--- src/rtl/ls_pkg.sv ---
// Shared types and constants for the two-slot load/store unit.
package ls_pkg;
  localparam int ADDR_W = 16;
  localparam int DATA_W = 16;
  localparam int REG_W  = 5;

  localparam logic [6:0] OP_LOAD  = 7'h20;
  localparam logic [6:0] OP_STORE = 7'h21;

  typedef enum logic [1:0] {IDLE, ACC_A, ACC_B} state_e;

  typedef struct packed {
    logic              valid;
    logic              is_load;
    logic              is_wb;
    logic [REG_W-1:0]  wb_addr;
    logic [ADDR_W-1:0] addr;
    logic [DATA_W-1:0] data;
  } slot_t;

  typedef struct packed {
    logic              req;
    logic              we;
    logic [ADDR_W-1:0] addr;
    logic [DATA_W-1:0] wdata;
  } mem_req_t;

  function automatic logic is_mem_op(input logic [6:0] op);
    return (op == OP_LOAD) || (op == OP_STORE);
  endfunction

  // Loads present zero write data.
  function automatic mem_req_t mk_req(input slot_t s);
    mem_req_t r;
    r.req   = 1'b1;
    r.we    = !s.is_load;
    r.addr  = s.addr;
    r.wdata = s.is_load ? '0 : s.data;
    return r;
  endfunction
endpackage

--- src/rtl/load_store_unit_if.sv ---
// Single-outstanding memory request/ack bus between the LSU and memory.
interface load_store_unit_if;
  import ls_pkg::*;
  logic              memReq_o;
  logic              memWe_o;
  logic [ADDR_W-1:0] memAddr_o;
  logic [DATA_W-1:0] memWdata_o;
  logic              memAck_i;
  logic [DATA_W-1:0] memRdata_i;

  modport master (output memReq_o, memWe_o, memAddr_o, memWdata_o,
                  input  memAck_i, memRdata_i);
  modport slave  (input  memReq_o, memWe_o, memAddr_o, memWdata_o,
                  output memAck_i, memRdata_i);
endinterface

--- src/rtl/ls_slot.sv ---
// One captured issue slot; capture overwrites, clear drops only the valid bit.
module ls_slot
  import ls_pkg::*;
(
  input  logic  clk_i,
  input  logic  rst_ni,
  input  logic  cap_i,
  input  logic  clr_i,
  input  slot_t slot_i,
  output slot_t slot_o
);
  slot_t slot_q;

  always_ff @(posedge clk_i or negedge rst_ni) begin
    if (!rst_ni)     slot_q       <= '0;
    else if (cap_i)  slot_q       <= slot_i;
    else if (clr_i)  slot_q.valid <= 1'b0;
  end

  assign slot_o = slot_q;
endmodule

--- src/rtl/load_store_unit.sv ---
// Two-slot load/store unit: captures slot A/B in IDLE and issues them in order
// over a request/ack memory bus, with flush-aware writeback and completion count.
module load_store_unit
  import ls_pkg::*;
(
  input  logic              clock_i,
  input  logic              reset_i,
  input  logic              lsEnableA_i,
  input  logic              lsEnableB_i,
  input  logic              isWbLSA_i,
  input  logic              isWbLSB_i,
  input  logic [REG_W-1:0]  lsWbAddressA_i,
  input  logic [REG_W-1:0]  lsWbAddressB_i,
  input  logic [6:0]        lsOpCodeA_i,
  input  logic [6:0]        lsOpCodeB_i,
  input  logic [ADDR_W-1:0] lsPoperandA_i,
  input  logic [ADDR_W-1:0] lsPoperandB_i,
  input  logic [DATA_W-1:0] lsSoperandA_i,
  input  logic [DATA_W-1:0] lsSoperandB_i,
  input  logic              flushBack_i,
  load_store_unit_if.master mem,
  output logic              busy_o,
  output logic              wbEnable_o,
  output logic [REG_W-1:0]  wbAddress_o,
  output logic [DATA_W-1:0] wbData_o,
  output logic [15:0]       completedCount_o
);
  state_e            state_q;
  logic              flushed_q;
  mem_req_t          mreq_q;
  logic              wb_en_q;
  logic [REG_W-1:0]  wb_addr_q;
  logic [DATA_W-1:0] wb_data_q;
  logic [15:0]       cnt_q;

  slot_t in_a, in_b, slot_a, slot_b, cur;
  logic  cap, ack, flush_hit, clr_a, clr_b;

  assign in_a = '{valid: lsEnableA_i && is_mem_op(lsOpCodeA_i),
                  is_load: lsOpCodeA_i == OP_LOAD, is_wb: isWbLSA_i,
                  wb_addr: lsWbAddressA_i, addr: lsPoperandA_i, data: lsSoperandA_i};
  assign in_b = '{valid: lsEnableB_i && is_mem_op(lsOpCodeB_i),
                  is_load: lsOpCodeB_i == OP_LOAD, is_wb: isWbLSB_i,
                  wb_addr: lsWbAddressB_i, addr: lsPoperandB_i, data: lsSoperandB_i};

  // Request is always high outside IDLE, so ack is only honoured there.
  assign ack       = mem.memAck_i && (state_q != IDLE);
  assign flush_hit = flushed_q || flushBack_i;
  assign cap       = (state_q == IDLE) && !flushBack_i;
  assign clr_a     = ack && (state_q == ACC_A);
  assign clr_b     = ack && ((state_q == ACC_B) || flush_hit);
  assign cur       = (state_q == ACC_A) ? slot_a : slot_b;

  ls_slot u_slot_a (.clk_i(clock_i), .rst_ni(reset_i), .cap_i(cap), .clr_i(clr_a),
                    .slot_i(in_a), .slot_o(slot_a));
  ls_slot u_slot_b (.clk_i(clock_i), .rst_ni(reset_i), .cap_i(cap), .clr_i(clr_b),
                    .slot_i(in_b), .slot_o(slot_b));

  always_ff @(posedge clock_i or negedge reset_i) begin
    if (!reset_i) begin
      state_q   <= IDLE;
      flushed_q <= 1'b0;
      mreq_q    <= '0;
      wb_en_q   <= 1'b0;
      wb_addr_q <= '0;
      wb_data_q <= '0;
      cnt_q     <= '0;
    end else begin
      wb_en_q <= 1'b0;
      case (state_q)
        IDLE: begin
          flushed_q <= 1'b0;
          if (!flushBack_i) begin
            if (in_a.valid) begin
              state_q <= ACC_A;
              mreq_q  <= mk_req(in_a);
            end else if (in_b.valid) begin
              state_q <= ACC_B;
              mreq_q  <= mk_req(in_b);
            end
          end
        end
        ACC_A, ACC_B: begin
          if (ack) begin
            flushed_q <= 1'b0;
            if (!flush_hit) begin
              cnt_q <= cnt_q + 16'd1;
              if (cur.is_load && cur.is_wb) begin
                wb_en_q   <= 1'b1;
                wb_addr_q <= cur.wb_addr;
                wb_data_q <= mem.memRdata_i;
              end
            end
            // A flushed ack discards any pending B.
            if ((state_q == ACC_A) && slot_b.valid && !flush_hit) begin
              state_q <= ACC_B;
              mreq_q  <= mk_req(slot_b);
            end else begin
              state_q <= IDLE;
              mreq_q  <= '0;
            end
          end else if (flushBack_i) begin
            flushed_q <= 1'b1;
          end
        end
        default: begin
          state_q <= IDLE;
          mreq_q  <= '0;
        end
      endcase
    end
  end

  // Slot A's request fields are issued straight from the inputs at capture.
  logic unused_slot_a;
  assign unused_slot_a = ^{slot_a.valid, slot_a.addr, slot_a.data};

  assign busy_o           = (state_q != IDLE);
  assign mem.memReq_o     = mreq_q.req;
  assign mem.memWe_o      = mreq_q.we;
  assign mem.memAddr_o    = mreq_q.addr;
  assign mem.memWdata_o   = mreq_q.wdata;
  assign wbEnable_o       = wb_en_q;
  assign wbAddress_o      = wb_addr_q;
  assign wbData_o         = wb_data_q;
  assign completedCount_o = cnt_q;
endmodule

--- src/flat_wrapper.sv ---
// flat-port wrapper written by rule: the top's interface ports become plain ports
module load_store_unit_flat import ls_pkg::*;
  (clock_i, reset_i, lsEnableA_i, lsEnableB_i, isWbLSA_i, isWbLSB_i, lsWbAddressA_i, lsWbAddressB_i, lsOpCodeA_i, lsOpCodeB_i, lsPoperandA_i, lsPoperandB_i, lsSoperandA_i, lsSoperandB_i, flushBack_i, busy_o, wbEnable_o, wbAddress_o, wbData_o, completedCount_o, mem_memReq_o, mem_memWe_o, mem_memAddr_o, mem_memWdata_o, mem_memAck_i, mem_memRdata_i);
  load_store_unit_if mem_i ();
  input  logic clock_i;
  input  logic reset_i;
  input  logic lsEnableA_i;
  input  logic lsEnableB_i;
  input  logic isWbLSA_i;
  input  logic isWbLSB_i;
  input  logic [REG_W-1:0] lsWbAddressA_i;
  input  logic [REG_W-1:0] lsWbAddressB_i;
  input  logic [6:0] lsOpCodeA_i;
  input  logic [6:0] lsOpCodeB_i;
  input  logic [ADDR_W-1:0] lsPoperandA_i;
  input  logic [ADDR_W-1:0] lsPoperandB_i;
  input  logic [DATA_W-1:0] lsSoperandA_i;
  input  logic [DATA_W-1:0] lsSoperandB_i;
  input  logic flushBack_i;
  output logic busy_o;
  output logic wbEnable_o;
  output logic [REG_W-1:0] wbAddress_o;
  output logic [DATA_W-1:0] wbData_o;
  output logic [15:0] completedCount_o;
  output wire logic [$bits(mem_i.memReq_o)-1:0] mem_memReq_o;
  output wire logic [$bits(mem_i.memWe_o)-1:0] mem_memWe_o;
  output wire logic [$bits(mem_i.memAddr_o)-1:0] mem_memAddr_o;
  output wire logic [$bits(mem_i.memWdata_o)-1:0] mem_memWdata_o;
  input wire logic [$bits(mem_i.memAck_i)-1:0] mem_memAck_i;
  input wire logic [$bits(mem_i.memRdata_i)-1:0] mem_memRdata_i;
  assign mem_memReq_o = mem_i.memReq_o;
  assign mem_memWe_o = mem_i.memWe_o;
  assign mem_memAddr_o = mem_i.memAddr_o;
  assign mem_memWdata_o = mem_i.memWdata_o;
  assign mem_i.memAck_i = mem_memAck_i;
  assign mem_i.memRdata_i = mem_memRdata_i;
  load_store_unit u_core (.clock_i(clock_i), .reset_i(reset_i), .lsEnableA_i(lsEnableA_i), .lsEnableB_i(lsEnableB_i), .isWbLSA_i(isWbLSA_i), .isWbLSB_i(isWbLSB_i), .lsWbAddressA_i(lsWbAddressA_i), .lsWbAddressB_i(lsWbAddressB_i), .lsOpCodeA_i(lsOpCodeA_i), .lsOpCodeB_i(lsOpCodeB_i), .lsPoperandA_i(lsPoperandA_i), .lsPoperandB_i(lsPoperandB_i), .lsSoperandA_i(lsSoperandA_i), .lsSoperandB_i(lsSoperandB_i), .flushBack_i(flushBack_i), .mem(mem_i), .busy_o(busy_o), .wbEnable_o(wbEnable_o), .wbAddress_o(wbAddress_o), .wbData_o(wbData_o), .completedCount_o(completedCount_o));
endmodule
--- config.mk ---
export PLATFORM = sky130hd
export DESIGN_NAME = load_store_unit_flat
export DESIGN_NICKNAME = d
export VERILOG_FILES = /design/src/rtl/ls_pkg.sv /design/src/rtl/load_store_unit_if.sv /design/src/rtl/ls_slot.sv /design/src/rtl/load_store_unit.sv /design/src/flat_wrapper.sv
export SDC_FILE = /design/constraint.sdc
export NUM_CORES = 1
export LEC_CHECK = 0
export CORE_ASPECT_RATIO = 1.4
export CORE_MARGIN = 3
export CORE_UTILIZATION = 50
export DETAILED_ROUTE_END_ITERATION = 8
export PLACE_DENSITY = 0.95
export SLEW_MARGIN = 20
export SYNTH_ARGS = -nofsm -noshare
export SYNTH_HDL_FRONTEND = slang
export SYNTH_SLANG_ARGS = --single-unit
export TNS_END_PERCENT = 10
--- constraint.sdc ---
create_clock -name clock_i -period 4.5 [get_ports clock_i]
set_input_delay 1.125 -clock clock_i [delete_from_list [all_inputs] [get_ports clock_i]]
set_output_delay 1.125 -clock clock_i [all_outputs]
set_load 0.02 [all_outputs]
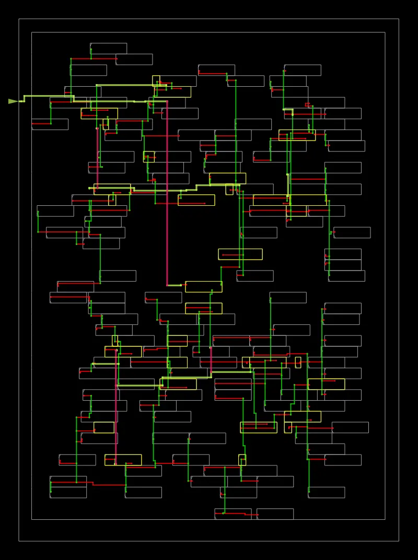
**Above:** clock nets.
number of clock buffers in the layout: 24
latest clock arrival within the worst-skew pair: 0.40 ns
number of clock buffers inserted by TritonCTS: 17
Power Clock: 0.00126 W

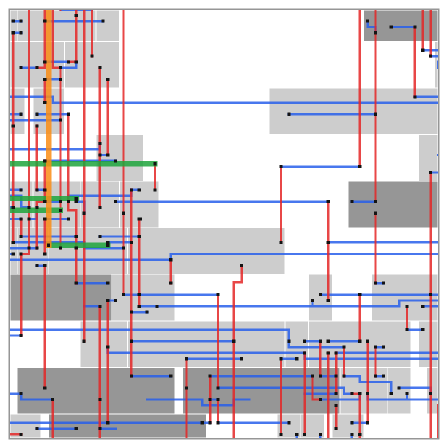
**Above:** zoomed window.
Region (35, 53) to (60, 78) um. Cells in grey, sequential cells in the stronger grey; small squares are vias.
[blue] M1
[red] M2
[green] M3
[orange] M4
sequential cells in the window: 5
most frequent: nand2_1 (6), dfrtp_1 (5)
cells with their middle in the window: 32
netlist names of flops here include: u_core.u_slot_b.slot_o (2)

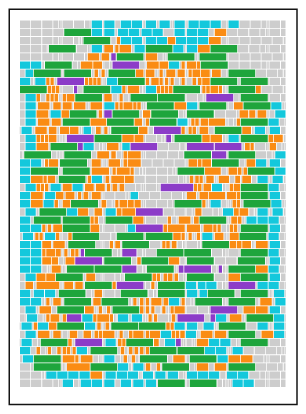
**Above:** placement by cell class.
(3 px per um) Fill, decap, tap and diode cells in grey.
[green] registers | cells: 122
[orange] remaining logic cells | cells: 357
[purple] clock drivers and dummy loads | cells: 32
[cyan] remaining buffers and delay cells | cells: 190

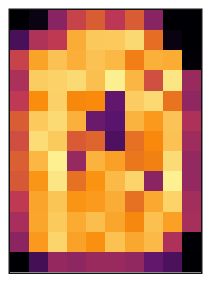
**Above:** placement density heat map.
(2 px per um) The die is cut into 10 by 13 equal tiles; black is low, pale yellow is high, 0 to 100% covered.
fullest tile: 97%
emptiest ninth of the die: top right
nearly empty tiles: 6.2%
mean over tiles: 63%
fraction of the core area covered by cells at the end of the flow: 74.10%
floorplan core density: 51.55%

==> metrics.csv <==
stage;metric;value;unit
status;outcome;completed;
detailed_routing;via count of the routed design;4719;
critical_path;startpoint type of the worst setup path;input port;
floorplan;number of top-level pins;185;
critical_path;highest cell delay on the worst timing path;0.58;ns
sta;setup repair after global routing missed its margin;no;
pwr;Int Pwr;0.002940;W
pwr;Power per Cell Area;548.1;nW/um2
finish;number of nets in the layout;805;
critical_path;Register-to-Register Path Depth;7;
detailed_routing;Routed wire per std cell;18.36;um
floorplan;core outline area;10870;um2
cts;CTS Root Buffer Type;sky130_fd_sc_hd__clkbuf_16;
grt;initial antenna violation count;0;
critical_path;critical register-to-register path startpoint;u_core.state_q[0];
placement;GPL Wtd Cong;0.8627;
grt;number of global-route vias before repair;4945;
cts;Sinks on Clock Net;122;
synth;async set-or-reset flop fraction in the synthesized netlist;100.0;%
synth;XOR Share, Synth;2.345;%
floorplan;area enclosed by the die boundary;12530;um2
cts;number of cells upsized or downsized after cts;0;
synth;mux contribution to synthesized area;11.73;%
finish;area-dominant cell class after layout;flip-flops and latches;
detailed_routing;top layer reached by signal wires;met4;
finish;combined area of the multi-input logic cells;2354;um2
finish;flip-flop and latch share of the layout cell area;37.91;%
finish;portion of the layout cell area used by clock cells;6.945;%
grt;Overflow after GRT;0;
critical_path;Crit Path Max Fanout;21;
grt;met2 demand-to-capacity share in global routing;45.46;%
sta;hold violation count in the final report;0;
finish;Reg area;3053;um2
floorplan;Die Width;95.46;um
grt;met1 layer usage reported by global route;28.68;%
sta;final setup skew;0.006049;ns
critical_path;register-to-register setup slack;1.90;ns
pwr;Top Consumer;registers;
critical_path;critical path buffer and inverter count;1;
pwr;proportion of power drawn by flip-flops and latches;37.8;%
detailed_routing;drt first pass iters;6;
detailed_routing;post-detailed-route via-to-cell ratio;5.605;
pwr;combinational share of power;33.6;%
pwr;portion of total power attributed to the clock network;28.6;%
detailed_routing;Met1 Wirelength;5552;um
synth;Synth Area in Adders;1.117;%
synth;area fraction in compound gates;11.59;%
detailed_routing;Met2 Routed Length;8433;um
sta;number of setup violations in the final report;0;
No activity file was given, so power comes from the tool's default toggle rates.
